File: config.mk
export PLATFORM = sky130hd
export DESIGN_NAME = sysmgr_rst_seq
export DESIGN_NICKNAME = d
export VERILOG_FILES = /design/src/rtl/sysmgr_pkg.sv /design/src/rtl/sysmgr_lock_filt.sv /design/src/rtl/sysmgr_rst_seq.sv
export SDC_FILE = /design/constraint.sdc
export NUM_CORES = 1
export LEC_CHECK = 0
export CORE_MARGIN = 10
export CORE_UTILIZATION = 54
export DETAILED_ROUTE_END_ITERATION = 12
export GPL_TIMING_DRIVEN = 0
export PLACE_DENSITY = 0.77
export SYNTH_ARGS = -nofsm -noshare
export SYNTH_HDL_FRONTEND = slang
export SYNTH_SLANG_ARGS = --single-unit
File: constraint.sdc
create_clock -name clk -period 2.2 [get_ports clk]
set_clock_uncertainty 0.15 [all_clocks]
set_input_delay 0.22 -clock clk [delete_from_list [all_inputs] [get_ports clk]]
set_output_delay 0.22 -clock clk [all_outputs]
set_load 0.01 [all_outputs]
File: src/rtl/sysmgr_pkg.sv
// Shared definitions for the system-manager reset sequencer: FSM encoding,
// loss-counter width and a saturating increment helper.
package sysmgr_pkg;

  typedef enum logic [2:0] {
    ST_WAIT_LOCK = 3'd0,
    ST_HOLD      = 3'd1,
    ST_SOFT      = 3'd2,
    ST_RELEASE   = 3'd3,
    ST_RUN       = 3'd4
  } state_e;

  localparam int LOSS_CNT_W = 8;

  function automatic logic [LOSS_CNT_W-1:0] sat_inc(input logic [LOSS_CNT_W-1:0] v);
    logic [LOSS_CNT_W-1:0] res;
    if (v == {LOSS_CNT_W{1'b1}}) begin
      res = v;
    end else begin
      res = v + LOSS_CNT_W'(1);
    end
    return res;
  endfunction

endpackage

File: src/rtl/sysmgr_lock_filt.sv
// PLL lock qualifier: 2-FF synchroniser followed by a consecutive-sample filter.
// lock_ok rises after LOCK_FILT high samples and drops one cycle after any low sample.
module sysmgr_lock_filt #(
  parameter int LOCK_FILT = 3
) (
  input  logic clk,
  input  logic rst,
  input  logic pll_lock,
  output logic lock_ok
);

  localparam int FW = $clog2(LOCK_FILT + 1);

  logic [1:0]    r_sync;
  logic [FW-1:0] r_cnt;
  logic          r_lock_ok;

  // synchroniser and run-length filter; r_cnt saturates at LOCK_FILT
  always_ff @(posedge clk) begin
    if (rst) begin
      r_sync    <= 2'b00;
      r_cnt     <= '0;
      r_lock_ok <= 1'b0;
    end else begin
      r_sync <= {r_sync[0], pll_lock};
      if (r_sync[1]) begin
        if (r_cnt != FW'(LOCK_FILT)) begin
          r_cnt <= r_cnt + FW'(1);
        end else begin
          r_cnt <= r_cnt;
        end
        r_lock_ok <= (r_cnt >= FW'(LOCK_FILT - 1));
      end else begin
        r_cnt     <= '0;
        r_lock_ok <= 1'b0;
      end
    end
  end

  assign lock_ok = r_lock_ok;

endmodule

File: src/rtl/sysmgr_rst_seq.sv
// Reset sequencer: waits for filtered PLL lock, holds all resets, then releases
// channels one by one; soft requests re-run the release for a masked subset.
module sysmgr_rst_seq
  import sysmgr_pkg::*;
#(
  parameter int              N_CH      = 2,
  parameter int              HOLD_CYC  = 8,
  parameter int              STAGGER   = 4,
  parameter int              LOCK_FILT = 3,
  parameter logic [N_CH-1:0] SOFT_MASK = 2'b10
) (
  input  logic                  clk,
  input  logic                  rst,
  input  logic                  pll_lock,
  input  logic                  soft_req,
  output logic [N_CH-1:0]       rst_out,
  output logic                  ready,
  output logic [LOSS_CNT_W-1:0] lock_loss_cnt
);

  localparam int REL_SPAN = (N_CH - 1) * STAGGER + 1;
  localparam int CNT_MAX  = (HOLD_CYC > REL_SPAN) ? HOLD_CYC : REL_SPAN;
  localparam int CNT_W    = (CNT_MAX > 1) ? $clog2(CNT_MAX) : 1;
  localparam int IDX_W    = $clog2(N_CH + 1);

  state_e                r_state;
  logic [CNT_W-1:0]      r_cnt;
  logic [IDX_W-1:0]      r_idx;
  logic [N_CH-1:0]       r_rst_out;
  logic                  r_ready;
  logic [LOSS_CNT_W-1:0] r_loss_cnt;
  logic                  w_lock_ok;

  sysmgr_lock_filt #(.LOCK_FILT(LOCK_FILT)) u_lock_filt (
    .clk     (clk),
    .rst     (rst),
    .pll_lock(pll_lock),
    .lock_ok (w_lock_ok)
  );

  // sequencing FSM; r_cnt is shared between hold time and release stagger
  always_ff @(posedge clk) begin
    if (rst) begin
      r_state    <= ST_WAIT_LOCK;
      r_cnt      <= '0;
      r_idx      <= '0;
      r_rst_out  <= '1;
      r_ready    <= 1'b0;
      r_loss_cnt <= '0;
    end else if ((r_state != ST_WAIT_LOCK) && !w_lock_ok) begin
      // lock loss outranks everything, including a coincident soft request
      r_state    <= ST_WAIT_LOCK;
      r_cnt      <= '0;
      r_idx      <= '0;
      r_rst_out  <= '1;
      r_ready    <= 1'b0;
      r_loss_cnt <= sat_inc(r_loss_cnt);
    end else begin
      case (r_state)
        ST_WAIT_LOCK: begin
          r_rst_out <= '1;
          r_ready   <= 1'b0;
          if (w_lock_ok) begin
            r_state <= ST_HOLD;
            r_cnt   <= CNT_W'(HOLD_CYC - 1);
          end else begin
            r_state <= ST_WAIT_LOCK;
          end
        end
        ST_HOLD, ST_SOFT: begin
          if (r_cnt == '0) begin
            r_state      <= ST_RELEASE;
            r_rst_out[0] <= 1'b0;
            r_idx        <= IDX_W'(1);
            r_cnt        <= (N_CH == 1) ? '0 : CNT_W'(STAGGER - 1);
          end else begin
            r_cnt <= r_cnt - CNT_W'(1);
          end
        end
        ST_RELEASE: begin
          if (r_cnt != '0) begin
            r_cnt <= r_cnt - CNT_W'(1);
          end else if (r_idx == IDX_W'(N_CH)) begin
            r_state <= ST_RUN;
            r_ready <= 1'b1;
          end else begin
            for (int k = 0; k < N_CH; k++) begin
              if (r_idx == IDX_W'(k)) begin
                r_rst_out[k] <= 1'b0;
              end
            end
            r_idx <= r_idx + IDX_W'(1);
            // after the last channel wait exactly one cycle before RUN
            r_cnt <= (r_idx == IDX_W'(N_CH - 1)) ? '0 : CNT_W'(STAGGER - 1);
          end
        end
        ST_RUN: begin
          if (soft_req) begin
            r_state   <= ST_SOFT;
            r_rst_out <= r_rst_out | SOFT_MASK;
            r_ready   <= 1'b0;
            r_cnt     <= CNT_W'(HOLD_CYC - 1);
          end else begin
            r_state <= ST_RUN;
          end
        end
        default: begin
          r_state   <= ST_WAIT_LOCK;
          r_rst_out <= '1;
          r_ready   <= 1'b0;
          r_cnt     <= '0;
          r_idx     <= '0;
        end
      endcase
    end
  end

  assign rst_out       = r_rst_out;
  assign ready         = r_ready;
  assign lock_loss_cnt = r_loss_cnt;

endmodule

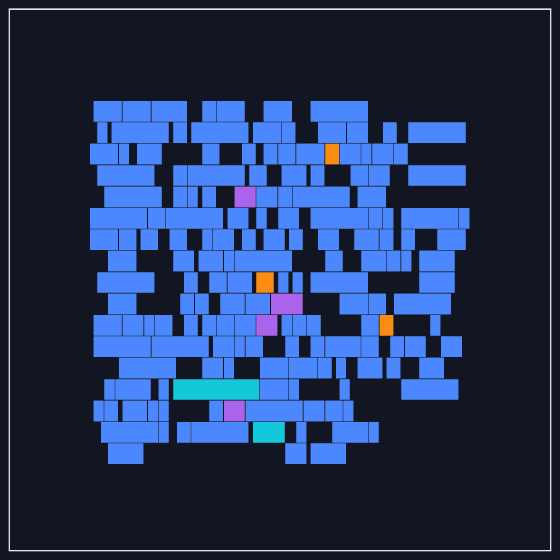
sizes.png
- _6 and larger: cyan (cells 2; share 1.2%)
- _0 and _1 cells: blue (cells 159; share 95%; most used dfxtp_1)
- _2 cells: orange (cells 3; share 1.8%)
- _3 and _4 cells: purple (cells 4; share 2.4%; most used clkbuf_4)

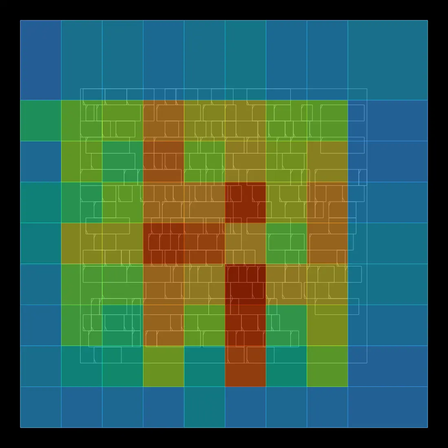
congestion.png
Layout Utilization: 0.6745
Total GRT Usage: 0.1360

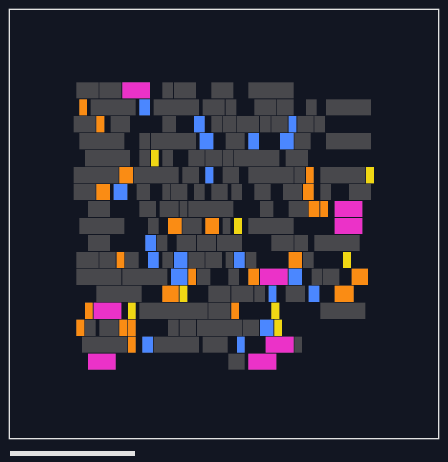
logic_types.png
Bar = 20 um.
- inverters: yellow (cells 8)
- NAND gates: blue (cells 19)
- NOR gates: orange (cells 23)
- adder and majority cells: magenta (cells 8)

==> results.py <==
# Auto-generated metrics
metrics = {
    "detailed_routing": {
        "drc": 0,
        "top_layer": "met4",
        "routed_via_density": 6.107,
        "dr_total_vias": 1197,
        "drtPass1Iterations": 4,
        "routedWlPerCell_um": 15.72,
        "drt_iter0_markers": 119,
        "wl_um": 3082,
        "ant_nets": 0,
        "route.met3.wl_um": 195,
        "wl_met2_um": 1411,
    },
    "place": {
        "dpl_cell_area_sq_um": 1453,
        "io_buffers": 14,
        "place_inst": 192,
        "pre_cts_ws_ps": 153.2,
        "gp_congestion": 0.8772,
        "hpwl_um": 2277,
    },
    "global_route": {
        "busiest_layer": "met2",
        "grt_util_met1": 0.1766,
        "use_met2": 0.2097,
        "grt_antenna_before_repair": 0,
        "grt_pass1_wl_um": 5043,
        "use_met3": 0.03060,
        "grt_overflow": 0,
    },
    "finish": {
        "clock_cell_area_share": 0.03488,
        "area_growth_pct": 17.92,
        "diodes": 0,
        "largest_register_ffs": 8,
        "dominant_cells": "logic gates",
        "logic_gates": 110,
        "inv_count": 8,
        "area_share_nonclk_buffers": 0.1196,
        "nets": 181,
        "final_cells": 196,
        "sh_comb_area": 0.4834,
        "lay_top_cells": "24 x dfxtp_1, 14 x clkdlybuf4s50_1, 12 x a21oi_1, 12 x nor2_1, 10 x o21ai_0",
        "flops": 24,
        "clkbuf_count": 3,
        "layout.area.comb_sq_um": 728.2,
    },
    "sta": {
        "hold_viol": 0,
        "finalWorstSetupSlack_ps": 239.7,
        "relSlewSlack": 0.6853,
        "rsz0062_at_grt": "no",
        "worst_pin_slew_ps": 472.1,
        "final_max_slew_viol_count": 0,
        "period_needed_ps": 1960,
        "setup_viol": 0,
        "max_freq_ghz": 0.5101,
    },
    "clocking": {
        "numCtsBuffers": 3,
        "cts_max_level": 1,
        "clkTransAtPathRegs_ps": 150,
        "cts_tree": "yes",
        "insertion_delay_ps": 330,
        "cts_setup_buffers": 0,
        "cts_resized": 0,
    },
    "yosys": {
        "yosys-stat-cells": 150,
        "aoi_share": 0.2223,
        "ys_sh_mux": 0.01567,
        "yosysMostFrequentCell": "dfxtp_1",
        "syn-mean-instance-area_sq_um": 8.516,
        "synth_top_cell_by_area": "dfxtp_1",
        "netlist_area_sq_um": 1277,
        "synth-edff-count": 0,
        "ys_sh_adder": 0.07835,
        "ff_type": "dfxtp_1",
        "top_area_frac": 0.3761,
        "ys_async_sr_fraction": 0,
        "ys_area_sq_um": 1277,
        "yosys_warnings": 0,
        "syn_inst": 150,
        "ys_types": 41,
        "synth-seq-cells": 24,
        "synth_simple_gate_area_share": 0.2400,
        "topCombFamilyByArea": "simple AND/OR/NAND/NOR gates",
        "synthTopCellsByArea": "dfxtp_1 38%, ha_1 7.8%, a21oi_1 4.7%",
        "floorplan.nets": 162,
        "synth_seq_share": 0.3761,
        "top_cells_by_count": "24 x dfxtp_1, 12 x a21oi_1, 12 x nor2_1",
    },
    "setup_path": {
        "cp_data_required_time_ps": 2290,
        "worstPathCellList": "inv_1 -> ha_1 -> clkbuf_1 -> nand3_1 -> a21oi_1 -> or4_1 -> o31ai_1",
        "cp-end-kind": "flip-flop",
        "cp.depth": 7,
        "path_class": "flip-flop to flip-flop",
        "worstPathMaxFanout": 10,
        "slowest_delay_ps": 510,
        "crit_family": "simple AND/OR/NAND/NOR gates",
        "r2r_slack_ps": 240,
        "cp.arrival_ps": 2050,
        "critPathLaunch": "r_idx[0]",
        "slowest_stage": "or4_1",
        "crit_buf_inv": 2,
        "r2r_end": "r_idx[1]",
        "r2r-start": "r_idx[0]",
    },
    "status": {
        "outcome": "finished, final reports clean",
    },
    "die": {
        "die_h_um": 68.64,
        "die_w_um": 68.64,
        "fp_util": 0.5720,
        "design.portCount": 15,
        "num_rows": 17,
    },
    "power_and_ir_drop": {
        "ir_drop_uv": 613.1,
        "seqPwrFrac": 0.556,
        "p_switching_uw": 157.6,
        "p_sw_frac": 0.1999,
        "p_seq_uw": 438,
        "p_int_uw": 630.7,
        "p_total_uw": 788.2,
        "share_clk_of_total_power": 0.419,
        "pg_comb_uw": 19.9,
        "p_per_area_nw_per_um2": 523.3,
        "comb_power_share": 0.025,
        "p_clk_uw": 330,
        "top_power_group": "sequential cells",
    },
    "hold_path": {
        "hp-class": "input port to flip-flop",
        "min_to": "u_lock_filt.r_sync[0]",
        "worstHoldStart": "pll_lock",
        "whs_path_depth": 2,
    },
    "flow_run": {
        "warnings": 30,
    },
}
